### src/rtl/load_store_unit_pkg.sv
// Shared encodings and helpers for the load/store unit.
// Holds funct3 codes, FSM state type and access legality check.
package load_store_unit_pkg;

    localparam logic [2:0] F3_LB  = 3'b000;
    localparam logic [2:0] F3_LH  = 3'b001;
    localparam logic [2:0] F3_LW  = 3'b010;
    localparam logic [2:0] F3_LBU = 3'b100;
    localparam logic [2:0] F3_LHU = 3'b101;
    localparam logic [2:0] F3_SB  = 3'b000;
    localparam logic [2:0] F3_SH  = 3'b001;
    localparam logic [2:0] F3_SW  = 3'b010;

    typedef enum logic [1:0] {
        ST_IDLE,
        ST_REQ,
        ST_WAIT,
        ST_DONE
    } lsu_state_t;

    // Misaligned half/word, reserved funct3, or both classes at once.
    function automatic logic access_bad(
        input logic [2:0] f3,
        input logic [1:0] off,
        input logic       both
    );
        logic ill;
        logic mis;
        ill = both | (f3 == 3'b011) | (f3 == 3'b110) | (f3 == 3'b111);
        mis = ((f3[1:0] == 2'b01) && off[0]) ||
              ((f3[1:0] == 2'b10) && (off != 2'b00));
        return ill | mis;
    endfunction

endpackage

### src/rtl/load_store_unit_align.sv
// Byte-lane steering for the load/store unit.
// Replicates store data, builds strobes, extracts and extends loads.
module lsu_align
    import load_store_unit_pkg::*;
(
    input  logic [2:0]  funct3,
    input  logic [1:0]  offset,
    input  logic [31:0] store_data,
    input  logic [31:0] rdata,
    output logic [31:0] wdata,
    output logic [3:0]  wstrb,
    output logic [31:0] load_data
);

    logic [7:0]  lane_b;
    logic [15:0] lane_h;

    // Store side: replicate the operand across lanes, strobe the target.
    always_comb begin
        wdata = store_data;
        wstrb = 4'b1111;
        case (funct3[1:0])
            2'b00: begin
                wdata = {4{store_data[7:0]}};
                wstrb = 4'b0001 << offset;
            end
            2'b01: begin
                wdata = {2{store_data[15:0]}};
                wstrb = 4'b0011 << offset;
            end
            default: begin
                wdata = store_data;
                wstrb = 4'b1111;
            end
        endcase
    end

    // Load side: pick the addressed lane, then sign or zero extend.
    always_comb begin
        lane_b    = rdata[{offset, 3'b000} +: 8];
        lane_h    = offset[1] ? rdata[31:16] : rdata[15:0];
        load_data = rdata;
        case (funct3)
            F3_LB:   load_data = {{24{lane_b[7]}}, lane_b};
            F3_LH:   load_data = {{16{lane_h[15]}}, lane_h};
            F3_LBU:  load_data = {24'h0, lane_b};
            F3_LHU:  load_data = {16'h0, lane_h};
            default: load_data = rdata;
        endcase
    end

endmodule

### src/rtl/load_store_unit.sv
// Load/store unit: one memory access at a time over a req/gnt bus.
// Misaligned or illegal accesses complete at once with err set.
module load_store_unit
    import load_store_unit_pkg::*;
(
    input  logic        clk,
    input  logic        rst,
    input  logic        lsu_valid,
    input  logic        is_load,
    input  logic        is_store,
    input  logic [2:0]  funct3,
    input  logic [31:0] addr,
    input  logic [31:0] store_data,
    output logic        stall,
    output logic        done,
    output logic        err,
    output logic [31:0] load_data,
    output logic        mem_req,
    output logic        mem_we,
    output logic [31:0] mem_addr,
    output logic [31:0] mem_wdata,
    output logic [3:0]  mem_wstrb,
    input  logic        mem_gnt,
    input  logic        mem_rvalid,
    input  logic [31:0] mem_rdata
);

    lsu_state_t  state_q;
    lsu_state_t  state_d;
    logic [31:0] addr_q;
    logic [2:0]  f3_q;
    logic        we_q;
    logic [31:0] sdata_q;
    logic        err_q;
    logic [31:0] ldata_q;
    logic        accept;
    logic        bad;
    logic        in_req;
    logic        wr_req;
    logic [31:0] al_wdata;
    logic [3:0]  al_wstrb;
    logic [31:0] al_ldata;

    assign accept = lsu_valid & (is_load | is_store);
    assign bad    = access_bad(funct3, addr[1:0], is_load & is_store);

    lsu_align u_align (
        .funct3     (f3_q),
        .offset     (addr_q[1:0]),
        .store_data (sdata_q),
        .rdata      (mem_rdata),
        .wdata      (al_wdata),
        .wstrb      (al_wstrb),
        .load_data  (al_ldata)
    );

    // Next-state: bus handshake sequencing; stray gnt/rvalid ignored.
    always_comb begin
        state_d = state_q;
        case (state_q)
            ST_IDLE: if (accept) state_d = bad ? ST_DONE : ST_REQ;
            ST_REQ:  if (mem_gnt) state_d = we_q ? ST_DONE : ST_WAIT;
            ST_WAIT: if (mem_rvalid) state_d = ST_DONE;
            ST_DONE: state_d = ST_IDLE;
            default: state_d = ST_IDLE;
        endcase
    end

    // State register plus access capture and load result latch.
    always_ff @(posedge clk) begin
        if (rst) begin
            state_q <= ST_IDLE;
            addr_q  <= '0;
            f3_q    <= '0;
            we_q    <= 1'b0;
            sdata_q <= '0;
            err_q   <= 1'b0;
            ldata_q <= '0;
        end else begin
            state_q <= state_d;
            if (state_q == ST_IDLE && accept) begin
                addr_q  <= addr;
                f3_q    <= funct3;
                we_q    <= is_store & ~is_load;
                sdata_q <= store_data;
                err_q   <= bad;
                ldata_q <= '0;
            end
            if (state_q == ST_WAIT && mem_rvalid) begin
                ldata_q <= al_ldata;
            end
        end
    end

    assign in_req    = (state_q == ST_REQ);
    assign wr_req    = in_req & we_q;
    assign mem_req   = in_req;
    assign mem_we    = wr_req;
    assign mem_addr  = in_req ? {addr_q[31:2], 2'b00} : '0;
    assign mem_wdata = wr_req ? al_wdata : '0;
    assign mem_wstrb = wr_req ? al_wstrb : '0;
    assign done      = (state_q == ST_DONE);
    assign stall     = accept & (state_q != ST_DONE);
    assign err       = err_q;
    assign load_data = ldata_q;

endmodule

### config.mk
export PLATFORM = sky130hd
export DESIGN_NAME = load_store_unit
export DESIGN_NICKNAME = d
export VERILOG_FILES = /design/src/rtl/load_store_unit_pkg.sv /design/src/rtl/load_store_unit_align.sv /design/src/rtl/load_store_unit.sv
export SDC_FILE = /design/constraint.sdc
export NUM_CORES = 1
export LEC_CHECK = 0
export CAP_MARGIN = 15
export CORE_ASPECT_RATIO = 2
export CORE_UTILIZATION = 47
export DETAILED_ROUTE_END_ITERATION = 10
export GPL_TIMING_DRIVEN = 0
export PLACE_DENSITY = 0.95
export SYNTH_ARGS = -nofsm -noshare
export SYNTH_HDL_FRONTEND = slang
export SYNTH_SLANG_ARGS = --single-unit
### constraint.sdc
create_clock -name clk -period 3.9 [get_ports clk]
set_clock_uncertainty 0.2 [all_clocks]
set_input_delay 0.78 -clock clk [delete_from_list [all_inputs] [get_ports clk]]
set_output_delay 0.78 -clock clk [all_outputs]
set_load 0.03 [all_outputs]
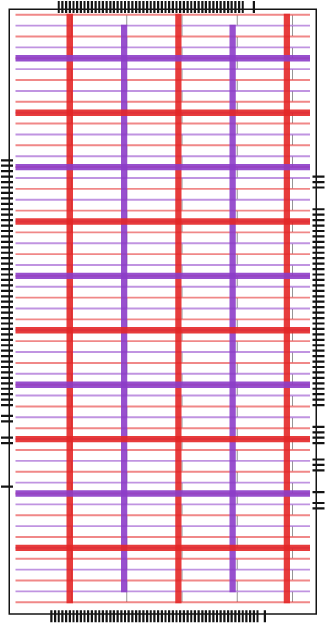
power_grid.png
Drawn at 4 px/um. Pins as bars on the die edge. Tap cells in grey.
Key: red = VSS; purple = VDD
The core has 54 rows. 211 signal pins sit on the boundary. 5 straps on met4. 10 straps on met5.
Core Box Area: 10,800 um2
die width: 76.4 um

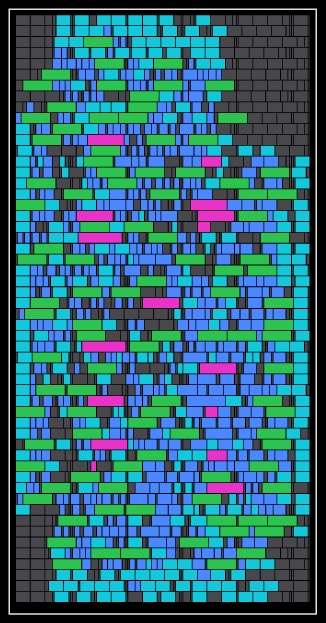
placement_by_type.png
Drawn at 4 px/um. Fill, decap, tap and diode cells in grey.
Key: blue = combinational and other logic [cells 498]; green = sequential cells [cells 103]; cyan = remaining buffers and delay cells [cells 266]; magenta = clock drivers and dummy loads [cells 16]

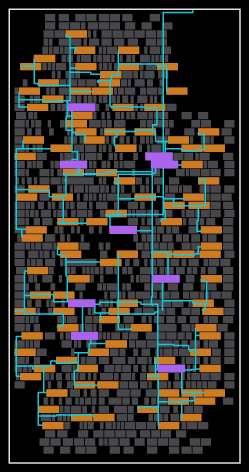
clk_routes.png
Drawn at 3 px/um.
Key: purple = clock drivers [count 9]; orange = flip-flops [count 103]; cyan = clock wires [length 1,230 um]
Position of the flops: spread over the die.

==> results.yml <==
# physical design summary
route:
  met3_length_um: 1100
  top_layer: "met4"
  m1WireLength_um: 5940
  drtAntennaViolNets: 0
  vias_per_cell: 5.66
synthesis:
  synth_top_area_share_pct: 39.6
  ys.flop_type: "dfxtp_1"
  edf_count: 0
  yosys-top-cells-count: "176 x nand2_1, 103 x dfxtp_1, 95 x a21oi_1"
  ys_cells: 658
  top_cell: "nand2_1"
placed_design:
  place_area_um2: 7460
finish:
  num_antenna_cells: 0
  fin_nets: 989
  drive_gt1_share_pct: 8.72
cts:
  worstSkewPairLatency_ns: 0.34
  postCtsSetupBuffers: 0
  cts_sinks: 103
  root_buffer: "clkbuf_16"
  cts_tree: "built"
  cts_buffers: 9
setup_path:
  path_cells: "inv_1 > ha_1 > clkbuf_1 > clkbuf_1 > and2_1 > clkdlybuf4s50_1"
  cpMostUsedCell: "clkbuf_1"
  cp-start-kind: "flop"
  critPathTopFamily: "buffers and inverters"
  cp.arrival_ns: 2.76
  path_max_fanout: 10
  reg2reg_setup_slack_ns: 1.88
  cp_num_buf_inv: 4
  reg2reg_depth: 8
floorplanning:
  initCoreUtil_pct: 48.1
  die_area_um2: 11500
pwr:
  leakagePower_nw: 2.85
timing:
  timing.final.crit_period_ns: 3.74
  hold_viol: 0
worst_hold_path:
  hold_path_startpoint: "addr_q[29]"
  whs_endpoint: "addr_q[29]"
global_routing:
  grt_pass1_wl_um: 27900
  grt_max_degree: 17
run_status:
  status: "complete, no violations"
job:
  cap_viol_max_count: 0
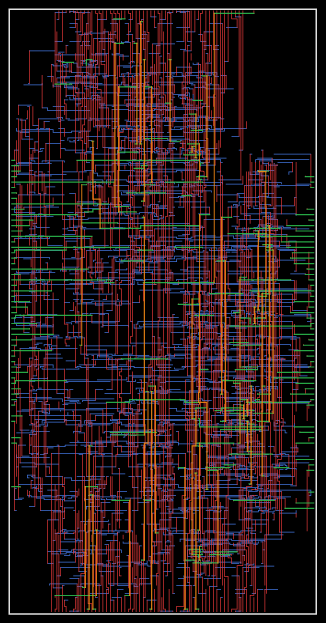
wires.png
Drawn at 4 px/um.
Key: blue = metal 1 [wire length 5,940 um]; red = metal 2 [wire length 9,490 um]; orange = metal 4 [wire length 1,320 um]; green = metal 3 [wire length 1,100 um]

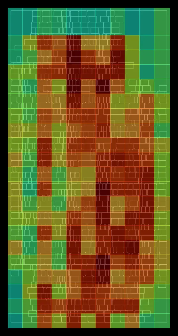
congestion.png
GR Util met3: 6.63%
routed wire length per instance: 17.4 um
Final Util: 72.1%
met2 usage: 57.8%

==> logic make-up after synthesis <==
family / synth area share [%]
AND/OR/NAND/NOR: 23.4
AND-OR/OR-AND: 22.8
adder cells (fa/ha/maj): 1.20
multiplexers: 5.82
other: 0.0721
buffers and inverters: 7.05
flip-flops: 39.6
==> report_power, final <==
group          internal, mW  switching (mW)
Clock                 0.601           0.402
Sequential             1.21           0.102
Combinational         0.605           0.916
==> cells in the final DEF (no fill, tap or decap), types with 17 or more instances in the layout <==
cell type	Yosys	routed
dfxtp_1	103	103
o21ai_0	17	17
buf_2	26	26
a21oi_1	95	95
clkdlybuf4s50_1	0	208
a32oi_1	23	23
nand2_1	176	176
and2_1	31	31
clkbuf_1	17	18
nor2_1	20	20
==> worst register-to-register path, cell delays in order (launching register included) <==
cell and delay, ns:
dfxtp_1 0.33, inv_1 0.15, ha_1 0.26, o211a_1 0.16, buf_2 0.19, buf_4 0.22
buf_4 0.19, nand2_1 0.11, a21oi_1 0.14
==> worst max-delay path by stage <==
stage / to / start / depth (start not counted)
3_5_place_dp: stall / is_store / 4
4_1_cts: mem_addr[13] / state_q[1] / 6
6_report: mem_addr[13] / state_q[1] / 6
5_1_grt: mem_addr[19] / state_q[1] / 6
3_3_place_gp: stall / is_store / 4
2_1_floorplan: mem_wstrb[0] / state_q[1] / 5
==> metal layers <==
layer	up-vias	GRT usage, %
li1	2713	-
met4	0	26.3
met3	99	6.63
met2	320	57.8
met5	-	0
met1	2655	27.6
==> area by class of cell <==
cell class | count | area share (%)
clock inverters | 4 | 0.995
inverters | 14 | 0.674
repair buffers | 208 | 26.7
clock buffers | 12 | 3.29
multi-input cells | 484 | 35.6
plain buffers | 58 | 4.03
flip-flops and latches | 103 | 26.4
well taps | 140 | 2.25
==> registers in the layout, indices dropped and copies added (netlist names) <==
name / flops
load_data: 32
err: 1
we_q: 1
sdata_q: 32
state_q: 2
f3_q: 3
addr_q: 32
==> metrics by stage <==
step / util [%] / cells / worst slack [ns]
floorplan: - / 659 / 1.13
global placement: 69.0 / 1007 / 0.509
detailed placement: 69.0 / 1007 / 0.486
CTS: 72.1 / 1023 / 0.151
global route: 72.1 / 1023 / 0.0602
finish: 72.1 / 1023 / 0.155
No activity file was given, so power comes from the tool's default toggle rates.
